Figure 1. Metal 1.
Bar = 20 um. Supply wires on this layer in grey.
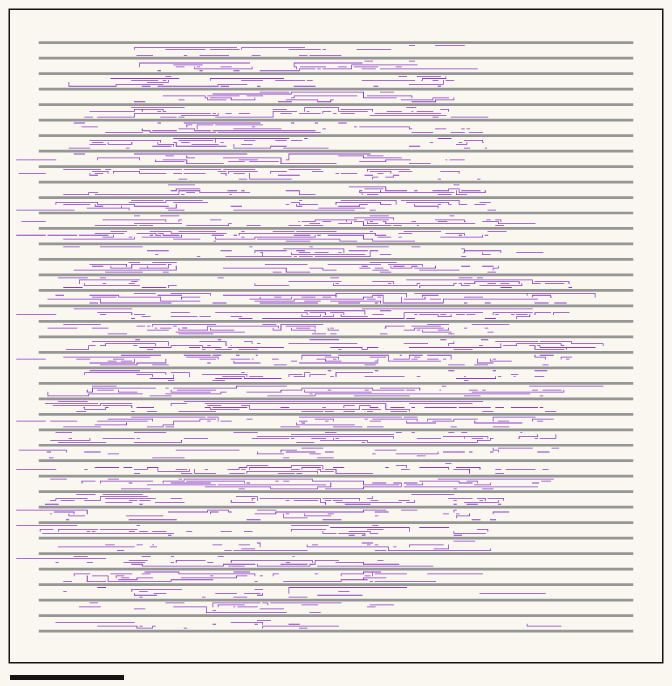
Figure 2. The metal 2 layer.
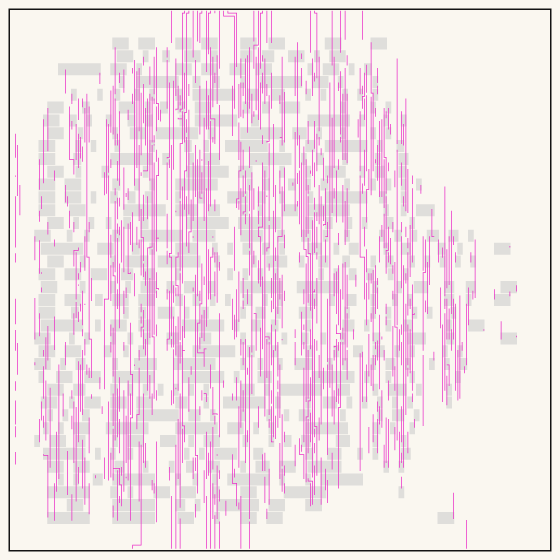
Figure 3. M3 wires.
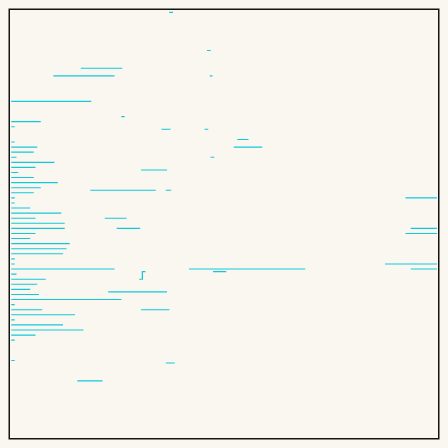
===== src/rtl/delay_sequencer_pkg.sv =====
// rtl/delay_sequencer_pkg.sv - shared delay-timer widths and sequencer state encodings
package delay_sequencer_pkg;

    localparam int DELAY_W_DEF = 16;

    typedef enum logic [1:0] {
        ST_IDLE = 2'd0,
        ST_RUN  = 2'd1,
        ST_GAP  = 2'd2
    } seq_state_t;

endpackage


===== src/rtl/prio_arbiter.sv =====
// rtl/prio_arbiter.sv - combinational lowest-index-wins one-hot grant with encoded index
module prio_arbiter #(
    parameter int NUM_REQ = 3,
    parameter int IDX_W   = (NUM_REQ > 1) ? $clog2(NUM_REQ) : 1
) (
    input  logic [NUM_REQ-1:0] req,
    output logic [NUM_REQ-1:0] grant,
    output logic [IDX_W-1:0]   grant_idx,
    output logic               grant_any
);

    // Scan from the top so the lowest set index overwrites any higher one.
    always_comb begin
        grant     = '0;
        grant_idx = '0;
        for (int i = NUM_REQ - 1; i >= 0; i--) begin
            if (req[i]) begin
                grant     = '0;
                grant[i]  = 1'b1;
                grant_idx = i[IDX_W-1:0];
            end
        end
    end

    assign grant_any = |req;

endmodule


===== src/rtl/delay_sequencer.sv =====
// rtl/delay_sequencer.sv - arbitrates client delay requests onto one shared timer with watchdog
module delay_sequencer
    import delay_sequencer_pkg::*;
#(
    parameter int NUM_REQ  = 3,
    parameter int DELAY_W  = DELAY_W_DEF,
    parameter int WD_SLACK = 4,
    parameter int ID_W     = (NUM_REQ > 1) ? $clog2(NUM_REQ) : 1
) (
    input  logic                       clk,
    input  logic                       reset,
    input  logic [NUM_REQ-1:0]         req,
    input  logic [NUM_REQ*DELAY_W-1:0] req_delay,
    input  logic                       cancel,
    input  logic                       timer_done,
    output logic                       start_timer,
    output logic [DELAY_W-1:0]         delay,
    output logic [NUM_REQ-1:0]         ack,
    output logic [NUM_REQ-1:0]         done,
    output logic                       aborted,
    output logic                       busy,
    output logic [ID_W-1:0]            active_id,
    output logic                       timeout_err
);

    seq_state_t           state, state_n;
    logic [DELAY_W:0]     wd_cnt, wd_cnt_n, wd_limit;
    logic                 start_n, aborted_n, busy_n, terr_n;
    logic [DELAY_W-1:0]   delay_n;
    logic [NUM_REQ-1:0]   ack_n, done_n;
    logic [ID_W-1:0]      id_n;
    logic [NUM_REQ-1:0]   grant;
    logic [ID_W-1:0]      grant_idx;
    logic                 grant_any;

    prio_arbiter #(
        .NUM_REQ (NUM_REQ),
        .IDX_W   (ID_W)
    ) u_arb (
        .req       (req),
        .grant     (grant),
        .grant_idx (grant_idx),
        .grant_any (grant_any)
    );

    // wd_cnt starts one cycle after ack, hence the +1 to land WD_SLACK past the nominal done.
    assign wd_limit = {1'b0, delay} + (DELAY_W + 1)'(WD_SLACK) + (DELAY_W + 1)'(1);

    always_comb begin
        state_n   = state;
        start_n   = start_timer;
        delay_n   = delay;
        ack_n     = '0;
        done_n    = '0;
        aborted_n = 1'b0;
        busy_n    = busy;
        id_n      = active_id;
        terr_n    = timeout_err;
        wd_cnt_n  = wd_cnt;
        case (state)
            ST_IDLE: begin
                if (grant_any) begin
                    delay_n  = req_delay[grant_idx*DELAY_W +: DELAY_W];
                    id_n     = grant_idx;
                    ack_n    = grant;
                    start_n  = 1'b1;
                    busy_n   = 1'b1;
                    wd_cnt_n = '0;
                    state_n  = ST_RUN;
                end
            end
            ST_RUN: begin
                wd_cnt_n = wd_cnt + 1'b1;
                if (timer_done) begin
                    start_n = 1'b0;
                    done_n  = NUM_REQ'(1) << active_id;
                    state_n = ST_GAP;
                end else if (cancel) begin
                    start_n   = 1'b0;
                    aborted_n = 1'b1;
                    state_n   = ST_GAP;
                end else if (wd_cnt == wd_limit) begin
                    start_n   = 1'b0;
                    aborted_n = 1'b1;
                    terr_n    = 1'b1;
                    state_n   = ST_GAP;
                end
            end
            ST_GAP: begin
                busy_n  = 1'b0;
                state_n = ST_IDLE;
            end
            default: begin
                start_n = 1'b0;
                busy_n  = 1'b0;
                state_n = ST_IDLE;
            end
        endcase
    end

    always_ff @(posedge clk or posedge reset) begin
        if (reset) begin
            state       <= ST_IDLE;
            start_timer <= 1'b0;
            delay       <= '0;
            ack         <= '0;
            done        <= '0;
            aborted     <= 1'b0;
            busy        <= 1'b0;
            active_id   <= '0;
            timeout_err <= 1'b0;
            wd_cnt      <= '0;
        end else begin
            state       <= state_n;
            start_timer <= start_n;
            delay       <= delay_n;
            ack         <= ack_n;
            done        <= done_n;
            aborted     <= aborted_n;
            busy        <= busy_n;
            active_id   <= id_n;
            timeout_err <= terr_n;
            wd_cnt      <= wd_cnt_n;
        end
    end

endmodule

===== config.mk =====
export PLATFORM = sky130hd
export DESIGN_NAME = delay_sequencer
export DESIGN_NICKNAME = d
export VERILOG_FILES = /design/src/rtl/delay_sequencer_pkg.sv /design/src/rtl/prio_arbiter.sv /design/src/rtl/delay_sequencer.sv
export SDC_FILE = /design/constraint.sdc
export NUM_CORES = 1
export LEC_CHECK = 0
export ABC_AREA = 1
export CAP_MARGIN = 40
export CELL_PAD_IN_SITES_DETAIL_PLACEMENT = 2
export CELL_PAD_IN_SITES_GLOBAL_PLACEMENT = 2
export CORE_MARGIN = 5
export CORE_UTILIZATION = 28
export DETAILED_ROUTE_END_ITERATION = 6
export PLACE_DENSITY = 0.88
export SLEW_MARGIN = 20
export SYNTH_ARGS = -nofsm -noshare
export SYNTH_HDL_FRONTEND = slang
export SYNTH_HIERARCHICAL = 1
export SYNTH_SLANG_ARGS = --single-unit

===== constraint.sdc =====
create_clock -name clk -period 4.5 [get_ports clk]
set_input_delay 0.9 -clock clk [delete_from_list [all_inputs] [get_ports clk]]
set_output_delay 0.9 -clock clk [all_outputs]
set_load 0.01 [all_outputs]

==> reports/results.ini <==
[run_status]
status = completed

[worst_setup_path]
crit_chain = clkdlybuf4s50_1 > nand2_2 > nor2_2 > inv_1 > nor2_1 > buf_4 > a21oi_1 > a21oi_1
critPathLaunchType = primary input
required_ns = 4.72
critical_path_arrival_ns = 3.06
reg2reg_from = delay[0]
worstSetupPathType = in2reg
end_kind = flop
path_buffers = 3
crit_path_top_delay_cell = nor2_2
reg2reg_to = start_timer
rrSetupSlack_ns = 2.29
crit_top_cell = a21oi_1
cp_max_fo = 18
rr_worst_depth = 15
cp_top_family = simple AND/OR/NAND/NOR gates
critPathMaxStageDelay_ns = 0.55

[place]
place.port_buffers = 82
dp_hpwl_um = 9810
gp_congestion = 0.845
place_area_sq_um = 4040

[power_and_ir_drop]
swShare_pct = 48.4
power.leakage_uw = 0.00191
p_sw_uw = 1100
p_comb_share_pct = 54.3
p_seq_share_pct = 32.9
power_frac_clock_pct = 12.8
ir_drop_uv = 185
p_per_area_nw_per_um2 = 547
intPower_uw = 1170

[clock_tree]
post_cts_buffers = 0
cts_hold_buf = 0
cts_max_level = 2
path_clk_slew_ns = 0.10
root_buffer = clkbuf_8
tritoncts = built
insertion_delay_ns = 0.30
cts_resized = 0
cts_sinks = 47
cts_buffers = 5
cts.path.max_buffers = 2

[final_layout]
diodes = 0
layout-drive-gt1-share_pct = 8.21
num-fill-cells = 1273
area_delta_synth_final_pct = 35.3
final_util_pct = 38.4
flop_area_sq_um = 1180
final_area_sq_um = 4140
combGateArea_sq_um = 1610
fin_nets = 580

[grt]
track_usage_pct = 19.2
grt.overflow.total = 0
grt_max_degree = 41
grt_pass1_vias = 3749
antenna_found_initial = 0
grt_pass1_wl_um = 20000

[timing]
finalSetupViolCount = 0
fmax_ghz = 0.351
rsz0062_at_grt = no
worst_pin_slew_ns = 0.717
finalSetupTns_ns = 0
finalMaxSlewViolations = 0
hold_viol = 0
finalClockPeriodUsage_pct = 63.3
period_minus_slack_ns = 2.85
clock_skew_ns = 0.00952
slew_headroom_pct = 52.2

[worst_hold_path]
hold_end = timeout_err
hp-class = reg2reg
min_from = timeout_err
holdPathStages = 1

[synth]
synth-edff-count = 0
async_reset_ff_share_pct = 100
synth-seq-cells = 47
synth_cell_types = 38
yosys-stat-area_sq_um = 3060
post_synth.cell_area_avg_sq_um = 6.91
synth_cells = 443
yosysWarnings = 6
ys_cells = 443
ff_type = dfrtp_1
synth_area_sq_um = 3060
ys_seq_share_pct = 38.4
syn_nets = 500

[run]
maxCapViolCount = 0
warnings = 26

[detailed_routing]
drc = 0
ant_nets = 0
dr.pass1.iters = 4
vias_per_cell = 4.96
drt_iter0_drc = 124
wl_per_cell_um = 18.3

[die]
fp_util_pct = 28.4
die_area_sq_um = 13100
die_h_um = 115
io_pins = 83
die_x_um = 115
row_count = 38
coreArea_sq_um = 10800

Back to the opening pictures, Figure 1:
nets with wire on the layer	534
main direction	horizontal
share of all routed wire	44%
wire length on this layer	5,320 um
met1 usage: 23.9%
via count: 3,293

Back to the opening pictures, Figure 2:
nets with wire on the layer	527
wire length on this layer	6,100 um
main direction	vertical
share of all routed wire	50%
longest straight run	64.6 um
M2 GR Usage: 34.2%
final WL: 12,100 um

Back to the opening pictures, Figure 3:
share of all routed wire	4.5%
longest straight run	30.8 um
main direction	horizontal
GR Layer Usage met3: 3.75%

[through the flow]
step                cells  hold WS [ns]  total power [uW]  setup slack [ns]
floorplan             443         0.459              1400              2.28
global placement      654         0.460              1890              1.26
detailed placement    656         0.465              1980              1.37
CTS                   664         0.481              2300              1.62
global route          664         0.506              2450              1.43
finish                664         0.475              2270              1.65
[worst max-delay path by stage]
stage,startpoint,end,cells after the start
floorplan,req[1],delay[2],10
global placement,req[2],delay[2],7
detailed placement,req[2],delay[4],8
CTS,req[2],delay[13],8
global route,req[2],delay[13],8
finish,req[2],delay[13],8
[cell type report]
type	instances	share of cell area, %
flip-flops and latches	47	28.4
inverters	55	4.98
clock buffers	8	2.42
repair buffers	87	21.0
well taps	140	4.23
multi-input cells	327	38.9
[placed cells by master, fill, tap and decap left out, drive strengths merged, types with 2 or more instances in the layout]
cell,synthesis,final
o21ai,29,29
a21oi,27,27
ha,2,2
nor4,2,2
buf,5,5
dfrtp,47,47
clkbuf,9,8
nand3b,2,2
nor2,85,85
xor2,6,6
nand2,117,117
clkdlybuf4s50,0,82
nor3,2,2
clkinv,2,2
a22oi,10,10
nand4,5,5
xnor2,2,2
nand3,22,22
o22ai,3,3
mux2i,3,3
inv,53,53
o21bai,2,2
[cell usage after synthesis (all sizes together), types with 2 or more instances]
library cell  count  area, sq um
inv              53          199
mux2i             3         30.0
nand3b            2         15.0
nand4             5         43.8
a22oi            10         75.1
nand2           117          462
nor4              2         12.5
xor2              6         52.6
dfrtp            47         1180
ha                2         25.0
a21oi            27          135
clkinv            2         7.51
o21ai            29          145
nor2             85          372
o22ai             3         18.8
o21bai            2         15.0
xnor2             2         17.5
buf               5         31.3
nand3            22          115
clkbuf            9         33.8
nor3              2         15.0
[power by group through the flow]
| stage | Combinational [uW] | Sequential [uW] | Clock (uW) |
|---|---|---|---|
| after floorplan | 684 | 715 | 0 |
| after global placement | 1150 | 738 | 0 |
| after detailed placement | 1230 | 749 | 0 |
| after CTS | 1250 | 748 | 301 |
| after global routing | 1370 | 769 | 316 |
| final | 1230 | 746 | 291 |
[metal layers]
| layer | wire length [um] | vias up | track usage [%] | share of wire, % |
|---|---|---|---|---|
| met5 | 0 | - | 0 | 0 |
| met4 | 162 | 0 | 4.12 | 1.3 |
| met1 | 5310 | 1625 | 23.9 | 44 |
| met3 | 546 | 14 | 3.75 | 4.5 |
| met2 | 6100 | 81 | 34.2 | 50 |
| li1 | - | 1573 | - | - |
[logic make-up after synthesis]
| family | after synthesis | share of synthesized area (%) |
|---|---|---|
| muxes | 3 | 0.981 |
| xor gates and xnor gates | 8 | 2.29 |
| AOI/OAI and AO/OA | 78 | 14.6 |
| buffers and inverters | 69 | 8.87 |
| adders and majority gates | 2 | 0.818 |
| DFF | 47 | 38.4 |
| and+or+nand+nor | 236 | 34.0 |
[state kept, by name (all words and copies together) (netlist names)]
signal	cells
aborted	1
ack	3
active_id	2
busy	1
delay	16
done	3
start_timer	1
state	2
timeout_err	1
wd_cnt	17
[worst register-to-register path: cells and delay by family, from the launching register on]
| family | cells | cell delay [ns] |
|---|---|---|
| fa+ha+maj | 1 | 0.26 |
| simple gates | 13 | 1.29 |
| buf+inv | 1 | 0.09 |
| flops | 1 | 0.45 |
Power is estimated from default activity; no workload was simulated.
